`src/rtl/add_64_sum_collect.sv`:
```
// add_64_sum_collect: receiving end of the 6-level pipelined 64-bit KGP prefix adder.
// Issued operands travel down a delay line that matches the prefix pipeline latency.
// When an issued entry reaches the end of that line, its propagate bits are combined
// with the resolved carry vector to form the sum, carry-out and signed overflow. The
// result goes into a small FIFO that feeds a valid/ready consumer. The prefix pipeline
// cannot stall, so issue is throttled by credits. Each credit covers either an
// in-flight operation or a stored result, so every write is guaranteed a free slot.
module add_64_sum_collect #(
  parameter int LATENCY    = 5,
  parameter int FIFO_DEPTH = 8
) (
  input  logic         clk,
  input  logic         reset,
  input  logic         in_valid,
  output logic         in_ready,
  input  logic [63:0]  p_in,
  input  logic         cin,
  input  logic [127:0] res_in,
  output logic         out_valid,
  input  logic         out_ready,
  output logic [63:0]  sum,
  output logic         cout,
  output logic         ovf,
  output logic         err
);

  localparam int PTR_W = (FIFO_DEPTH > 1) ? $clog2(FIFO_DEPTH) : 1;
  localparam int CNT_W = $clog2(FIFO_DEPTH + 1);

  typedef struct packed {
    logic        valid;
    logic [63:0] p;
    logic        cin;
  } dly_t;

  typedef struct packed {
    logic [63:0] sum;
    logic        cout;
    logic        ovf;
  } res_t;

  dly_t             r_dly [LATENCY];
  res_t             r_mem [FIFO_DEPTH];
  logic [PTR_W-1:0] r_wr_ptr;
  logic [PTR_W-1:0] r_rd_ptr;
  logic [CNT_W-1:0] r_count;
  logic [CNT_W-1:0] r_credits;
  logic             r_err;

  dly_t             w_head;
  logic [63:0]      w_carry;
  logic [63:0]      w_unres;
  res_t             w_result;
  logic             w_issue;
  logic             w_pop;
  logic             w_wr;

  // Circular pointer advance. The explicit wrap keeps non-power-of-two depths correct.
  function automatic logic [PTR_W-1:0] ptr_next(input logic [PTR_W-1:0] ptr);
    return (ptr == PTR_W'(FIFO_DEPTH - 1)) ? '0 : ptr + 1'b1;
  endfunction

  assign in_ready  = (r_credits != '0);
  assign out_valid = (r_count != '0);
  assign w_issue   = in_valid & in_ready;
  assign w_pop     = out_valid & out_ready;
  assign w_head    = r_dly[LATENCY-1];
  assign w_wr      = w_head.valid;

  // Resolve each KGP pair to a carry. Bit 1 of the pair is the carry for 11 and 00.
  // It is also the carry for an unresolved pair, which additionally raises err.
  always_comb begin
    // NOTE: every output gets a value on every path through always_comb, so no latch is inferred.
    w_carry = '0;
    w_unres = '0;
    for (int i = 0; i < 64; i++) begin
      w_carry[i] = res_in[2*i+1];
      w_unres[i] = res_in[2*i+1] ^ res_in[2*i];
    end
    w_result.sum  = w_head.p ^ {w_carry[62:0], w_head.cin};
    w_result.cout = w_carry[63];
    w_result.ovf  = w_carry[63] ^ w_carry[62];
  end

  // Delay line that tracks issued operands until their carries arrive.
  always_ff @(posedge clk or posedge reset) begin
    if (reset) begin
      for (int i = 0; i < LATENCY; i++) r_dly[i] <= '0;
    end else begin
      // NOTE: non-blocking assignments let every stage read the value from before this edge.
      r_dly[0] <= '{valid: w_issue, p: p_in, cin: cin};
      for (int i = 1; i < LATENCY; i++) r_dly[i] <= r_dly[i-1];
    end
  end

  // Result FIFO storage, pointers and occupancy.
  always_ff @(posedge clk or posedge reset) begin
    if (reset) begin
      // NOTE: the storage is reset on purpose. The head drives sum/cout/ovf directly,
      // and those outputs must read zero after reset.
      for (int i = 0; i < FIFO_DEPTH; i++) r_mem[i] <= '0;
      r_wr_ptr <= '0;
      r_rd_ptr <= '0;
      r_count  <= '0;
    end else begin
      if (w_wr) begin
        r_mem[r_wr_ptr] <= w_result;
        r_wr_ptr        <= ptr_next(r_wr_ptr);
      end
      if (w_pop) r_rd_ptr <= ptr_next(r_rd_ptr);
      case ({w_wr, w_pop})
        2'b10:   r_count <= r_count + 1'b1;
        2'b01:   r_count <= r_count - 1'b1;
        default: r_count <= r_count;
      endcase
    end
  end

  // Credits: one is taken on issue and one is returned when a result is consumed.
  always_ff @(posedge clk or posedge reset) begin
    if (reset) begin
      r_credits <= CNT_W'(FIFO_DEPTH);
    end else begin
      case ({w_issue, w_pop})
        2'b10:   r_credits <= r_credits - 1'b1;
        2'b01:   r_credits <= r_credits + 1'b1;
        default: r_credits <= r_credits;
      endcase
    end
  end

  // Sticky error: an unresolved pair was captured with a live entry.
  always_ff @(posedge clk or posedge reset) begin
    if (reset) begin
      r_err <= 1'b0;
    end else if (w_wr && (w_unres != '0)) begin
      r_err <= 1'b1;
    end
  end

  assign sum  = r_mem[r_rd_ptr].sum;
  assign cout = r_mem[r_rd_ptr].cout;
  assign ovf  = r_mem[r_rd_ptr].ovf;
  assign err  = r_err;

endmodule

```
`config.mk`:
```
export PLATFORM = sky130hd
export DESIGN_NAME = add_64_sum_collect
export DESIGN_NICKNAME = d
export VERILOG_FILES = /design/src/rtl/add_64_sum_collect.sv
export SDC_FILE = /design/constraint.sdc
export NUM_CORES = 2
export LEC_CHECK = 0
export CELL_PAD_IN_SITES_DETAIL_PLACEMENT = 1
export CELL_PAD_IN_SITES_GLOBAL_PLACEMENT = 1
export CORE_ASPECT_RATIO = 0.9
export CORE_MARGIN = 2
export CORE_UTILIZATION = 30
export CTS_CLUSTER_SIZE = 20
export DETAILED_ROUTE_END_ITERATION = 6
export PLACE_DENSITY_LB_ADDON = 0.1
export SLEW_MARGIN = 5
export SYNTH_ARGS = -nofsm -noshare
export SYNTH_HDL_FRONTEND = slang
export SYNTH_SLANG_ARGS = --single-unit
```
`constraint.sdc`:
```
create_clock -name clk -period 28.1 [get_ports clk]
set_input_delay 2.81 -clock clk [delete_from_list [all_inputs] [get_ports clk]]
set_output_delay 2.81 -clock clk [all_outputs]
set_load 0.1 [all_outputs]
```
==> images/m4.png <==
Supply wires on this layer in grey.
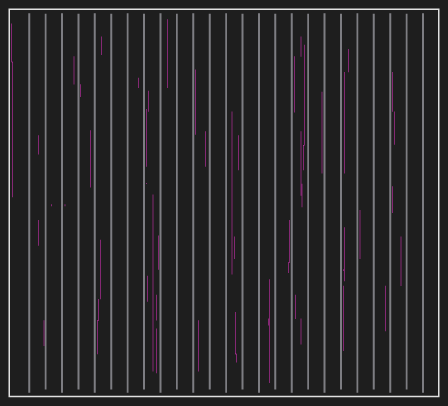
The layer carries 2010 um of wire. The layer holds 2.1% of the routed length. The wires run mostly vertical. 20 nets have wire on it. The longest straight run is 146 um.

==> images/clock_nets.png <==
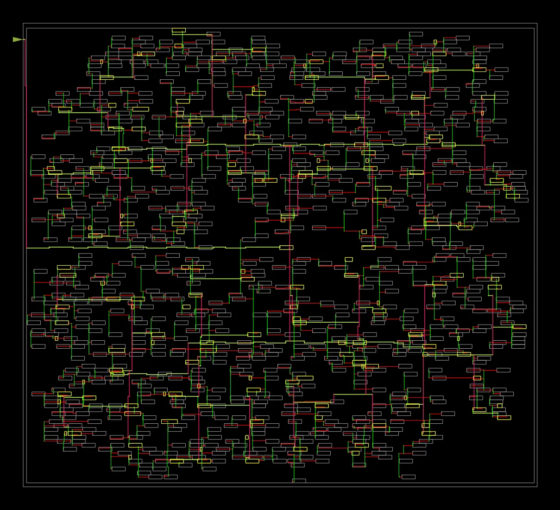
clock buffer count: 146
clock buffer count from CTS: 98
clock network power consumption: 1320 uW

==> report_table.html <==
<!-- implementation run metrics -->
<table>
<tr><th>Metric</th><th>Value</th></tr>
<tr><th colspan="2">Placed design</th></tr>
<tr><td>Dpl cell area</td><td>0.0370 mm^2</td></tr>
<tr><td>Placed Instances</td><td>4090</td></tr>
<tr><td>Final GP Congestion</td><td>0.728</td></tr>
<tr><td>Total half-perimeter wirelength after legalization and detailed placement</td><td>57.6 mm</td></tr>
<tr><td>Count of input and output buffers</td><td>265</td></tr>
<tr><td>Setup slack at placement</td><td>20.90 ns</td></tr>
<tr><th colspan="2">Setup path</th></tr>
<tr><td>Type of element launching the critical path</td><td>flop</td></tr>
<tr><td>Worst path depth</td><td>5</td></tr>
<tr><td>Capture point of the worst reg-to-reg path</td><td>r_mem[67]$_DFFE_PP0P_</td></tr>
<tr><td>Buffers plus inverters on the worst setup path</td><td>3</td></tr>
<tr><td>Category of cells accounting for the largest share of critical-path delay</td><td>buffers and inverters</td></tr>
<tr><td>Worst Reg2Reg Path Length in Cells</td><td>4</td></tr>
<tr><td>Most prevalent standard cell on the critical path</td><td>sky130_fd_sc_hd__buf_4</td></tr>
<tr><td>Peak fanout along the critical path</td><td>40</td></tr>
<tr><td>Crit path capture type</td><td>output pin</td></tr>
<tr><td>Data required time at the worst endpoint</td><td>25.29 ns</td></tr>
<tr><td>Critical Path Max Stage Delay</td><td>1.10 ns</td></tr>
<tr><td>CP endpoint</td><td>sum[50]</td></tr>
<tr><td>Startpoint of the most critical register-to-register path</td><td>r_wr_ptr[0]$_DFFE_PP0P_</td></tr>
<tr><td>Worst setup path startpoint</td><td>r_rd_ptr[0]$_DFFE_PP0P_</td></tr>
<tr><td>Minimum setup slack among reg-to-reg paths</td><td>25.19 ns</td></tr>
<tr><td>Cell with the biggest individual delay on the critical path</td><td>sky130_fd_sc_hd__clkdlybuf4s50_1</td></tr>
<tr><td>Arrival @ worst endpoint</td><td>4.89 ns</td></tr>
<tr><td>CP Cell Sequence</td><td>buf_4 -&gt; buf_4 -&gt; mux4_2 -&gt; mux2_2 -&gt; clkdlybuf4s50_1</td></tr>
<tr><th colspan="2">Synth</th></tr>
<tr><td>Most repeated cell in the gate-level netlist after synthesis</td><td>sky130_fd_sc_hd__dfrtp_1</td></tr>
<tr><td>Share of synthesized area occupied by flip-flops and latches</td><td>0.661</td></tr>
<tr><td>Most used standard cells in the synthesized netlist</td><td>sky130_fd_sc_hd__dfrtp_1 (872), sky130_fd_sc_hd__nand2_1 (266), sky130_fd_sc_hd__nor2_1 (264), sky130_fd_sc_hd__a21oi_1 (263), sky130_fd_sc_hd__o21ai_0 (263)</td></tr>
<tr><td>Yosys-reported design area after synthesis</td><td>0.0331 mm^2</td></tr>
<tr><td>Ys Warns</td><td>0</td></tr>
<tr><td>Post-synth cell types</td><td>35</td></tr>
<tr><td>Floorplan net count</td><td>2697</td></tr>
<tr><td>Number of synthesized register bits</td><td>873</td></tr>
<tr><td>Largest cells by area after synthesis</td><td>sky130_fd_sc_hd__dfrtp_1 (66%), sky130_fd_sc_hd__mux4_2 (8.2%), sky130_fd_sc_hd__a21oi_1 (4.0%), sky130_fd_sc_hd__o21ai_0 (4.0%), sky130_fd_sc_hd__xnor2_1 (3.5%)</td></tr>
<tr><td>Cells after synthesis</td><td>2489</td></tr>
<tr><td>Number of enable-type register cells in the synthesized netlist</td><td>0</td></tr>
<tr><td>Area leader share</td><td>0.660</td></tr>
<tr><td>Yosys Instances</td><td>2489</td></tr>
<tr><td>Average cell area after synthesis</td><td>13.3 um^2</td></tr>
<tr><td>Cell type with the highest aggregate area in the netlist</td><td>sky130_fd_sc_hd__dfrtp_1</td></tr>
<tr><th colspan="2">Final timing</th></tr>
<tr><td>Final Max-Slew Violation Tally</td><td>0</td></tr>
<tr><td>Unrepaired setup endpoints after global routing</td><td>no</td></tr>
<tr><td>Final critical-path share of the clock period</td><td>0.274</td></tr>
<tr><td>Final hold vios</td><td>0</td></tr>
<tr><td>Setup violators final</td><td>0</td></tr>
<tr><td>Measured slew at the worst slew-check pin</td><td>1.20 ns</td></tr>
<tr><td>Fmax</td><td>130 MHz</td></tr>
<tr><td>Post-route worst hold slack</td><td>0.341 ns</td></tr>
<tr><td>Total negative slack</td><td>0 ns</td></tr>
<tr><td>Min Clock Period, post-route</td><td>7.70 ns</td></tr>
<tr><td>Setup slack after layout</td><td>20.40 ns</td></tr>
<tr><th colspan="2">GRT</th></tr>
<tr><td>Maximum number of pins on one net before global-route repair</td><td>189</td></tr>
<tr><td>Number of antenna violations at the first check in global routing</td><td>6</td></tr>
<tr><td>GRT met3 Usage</td><td>0.0366</td></tr>
<tr><td>Met2 usage</td><td>0.273</td></tr>
<tr><td>Congestion Overflow GR</td><td>0</td></tr>
<tr><td>Routing usage on met1</td><td>0.241</td></tr>
<tr><td>Tot GR Track Use</td><td>0.172</td></tr>
<tr><td>First-pass GRT wire length</td><td>145 mm</td></tr>
<tr><td>Via count of the first global-routing pass</td><td>22200</td></tr>
<tr><th colspan="2">Clocking</th></tr>
<tr><td>Clock transition at path regs</td><td>0.06 ns</td></tr>
<tr><td>Hold buffer count at cts</td><td>0</td></tr>
<tr><td>CTS root buf</td><td>sky130_fd_sc_hd__clkbuf_16</td></tr>
<tr><td>Number of post-CTS setup repair buffers</td><td>0</td></tr>
<tr><td>TritonCTS clock tree</td><td>yes</td></tr>
<tr><td>Clock tree sinks</td><td>873</td></tr>
<tr><td>H-tree depth</td><td>3</td></tr>
<tr><td>Number of buffers on the longest clock path</td><td>3</td></tr>
<tr><th colspan="2">Hold path</th></tr>
<tr><td>Worst min path class</td><td>reg -&gt; reg</td></tr>
<tr><td>Hold Startpoint</td><td>r_dly[314]$_DFF_PP0_</td></tr>
<tr><td>Worst hold endpoint</td><td>r_dly[248]$_DFF_PP0_</td></tr>
<tr><td>Hold-critical path depth</td><td>0</td></tr>
<tr><th colspan="2">Final layout</th></tr>
<tr><td>Final antenna diode count</td><td>0</td></tr>
<tr><td>Largest registers in the final layout</td><td>r_mem (528), r_dly (329)</td></tr>
<tr><td>Layout cell share with drive strength beyond 1</td><td>0.141</td></tr>
<tr><td>Highest-count logic cell in the final layout</td><td>sky130_fd_sc_hd__dfrtp_1</td></tr>
<tr><td>Area growth from synthesis to layout</td><td>22.1%</td></tr>
<tr><td>Most numerous logic cells after layout</td><td>sky130_fd_sc_hd__dfrtp_1 (869), sky130_fd_sc_hd__nand2_1 (266), sky130_fd_sc_hd__clkdlybuf4s50_1 (265)</td></tr>
<tr><td>Final net count</td><td>2936</td></tr>
<tr><td>Finished layout cell area</td><td>0.0404 mm^2</td></tr>
<tr><td>Cell Count, Final, Fillers Out</td><td>4266</td></tr>
<tr><td>Largest reg by FF count</td><td>r_mem</td></tr>
<tr><td>Number of flip-flops under the largest register name</td><td>528</td></tr>
<tr><td>Share of the core filled with cells</td><td>0.369</td></tr>
<tr><th colspan="2">Route</th></tr>
<tr><td>Mean routed wirelength per cell</td><td>22.3 um</td></tr>
<tr><td>Drt via density</td><td>4.69</td></tr>
<tr><td>Final antenna-violating net count</td><td>0</td></tr>
<tr><td>Initial DRT Pass Iterations</td><td>5</td></tr>
<tr><td>DRC marker count from the first detailed-route iteration</td><td>1151</td></tr>
<tr><td>Highest signal layer in the routed design</td><td>met5</td></tr>
<tr><td>Drt drc</td><td>0</td></tr>
<tr><td>Via count</td><td>20000</td></tr>
<tr><td>WL met1</td><td>44.6 mm</td></tr>
<tr><td>Met3 wire len</td><td>4.16 mm</td></tr>
<tr><td>Detailed-route wire length</td><td>95.1 mm</td></tr>
<tr><th colspan="2">Power and ir drop</th></tr>
<tr><td>Leak Pwr</td><td>0.0167 uW</td></tr>
<tr><td>Design Power</td><td>5640 uW</td></tr>
<tr><td>Power density normalized to cell area</td><td>140 mW/mm^2</td></tr>
<tr><td>Largest voltage drop on the vdd net</td><td>0.000103 V</td></tr>
<tr><th colspan="2">Die</th></tr>
<tr><td>Die area</td><td>0.113 mm^2</td></tr>
<tr><td>Floorplan-stage core utilization</td><td>0.302</td></tr>
<tr><td>Die span in x</td><td>354 um</td></tr>
<tr><td>Core Region</td><td>0.109 mm^2</td></tr>
<tr><td>Die Y-Extent</td><td>319 um</td></tr>
<tr><td>Number of cell rows</td><td>115</td></tr>
<tr><th colspan="2">Run status</th></tr>
<tr><td>Run status</td><td>finished, final reports clean</td></tr>
<tr><th colspan="2">Run</th></tr>
<tr><td>Number of warnings in the stage logs</td><td>41</td></tr>
<tr><td>Max cap viols</td><td>0</td></tr>
</table>
==> images/ff_map.png <==
Other sequential cells in the stronger grey, the rest of the logic in the fainter grey.
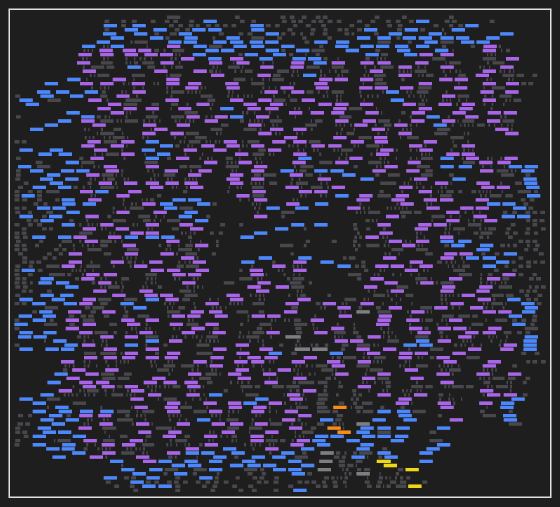
Orange shows r_wr_ptr, flops 3. Yellow shows r_credits, flops 4, where bottom right. Purple shows r_mem, flops 528, where spread over the die. Blue shows r_dly, flops 329, where spread over the die.

==> images/clock_wires.png <==
Bar = 100 um.
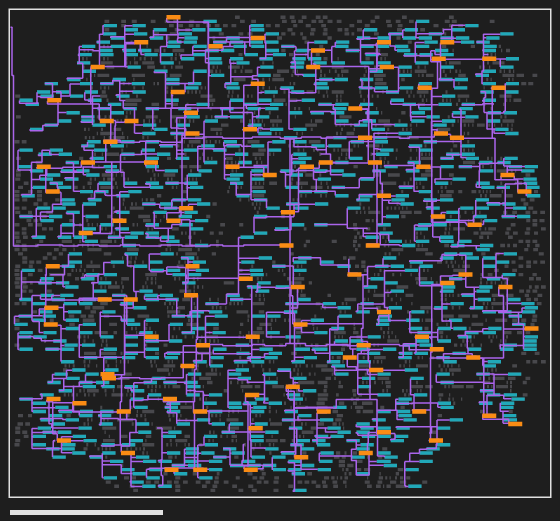
Purple shows clock wires, length 12200 um. Cyan shows flip-flops, count 873. Orange shows clock-net drivers, count 98.
Position of the flops: spread over the die.
largest clock skew in the final design: 0.0132 ns
clock latency at the later pin of the worst-skew pair: 0.66 ns

[area by class of cell]
cell class,instances,area (um^2)
clock buffer,146,2980
clock inverter,30,369
fill,11400,69000
inverter,5,26.3
multi-input combinational,1458,10400
sequential,873,21900
tap,1462,1830
timing repair buffer,292,2930
[logic make-up after synthesis]
kind of cell / Yosys count / synth area share
multiplexers: 211 / 0.124
flip-flops: 873 / 0.661
buffers and inverters: 158 / 0.0258
adder cells (fa/ha/maj): 11 / 0.00439
AND/OR/NAND/NOR: 567 / 0.0681
AND-OR/OR-AND: 531 / 0.0808
XOR/XNOR: 138 / 0.0366
[report_power, final]
part,total [uW],switching [uW],internal (uW)
Clock,1320,516,802
Sequential,1910,248,1660
Combinational,2410,1560,850
Total,5640,2330,3310
Power figures rest on the tool's default switching activity, not on a simulated workload.
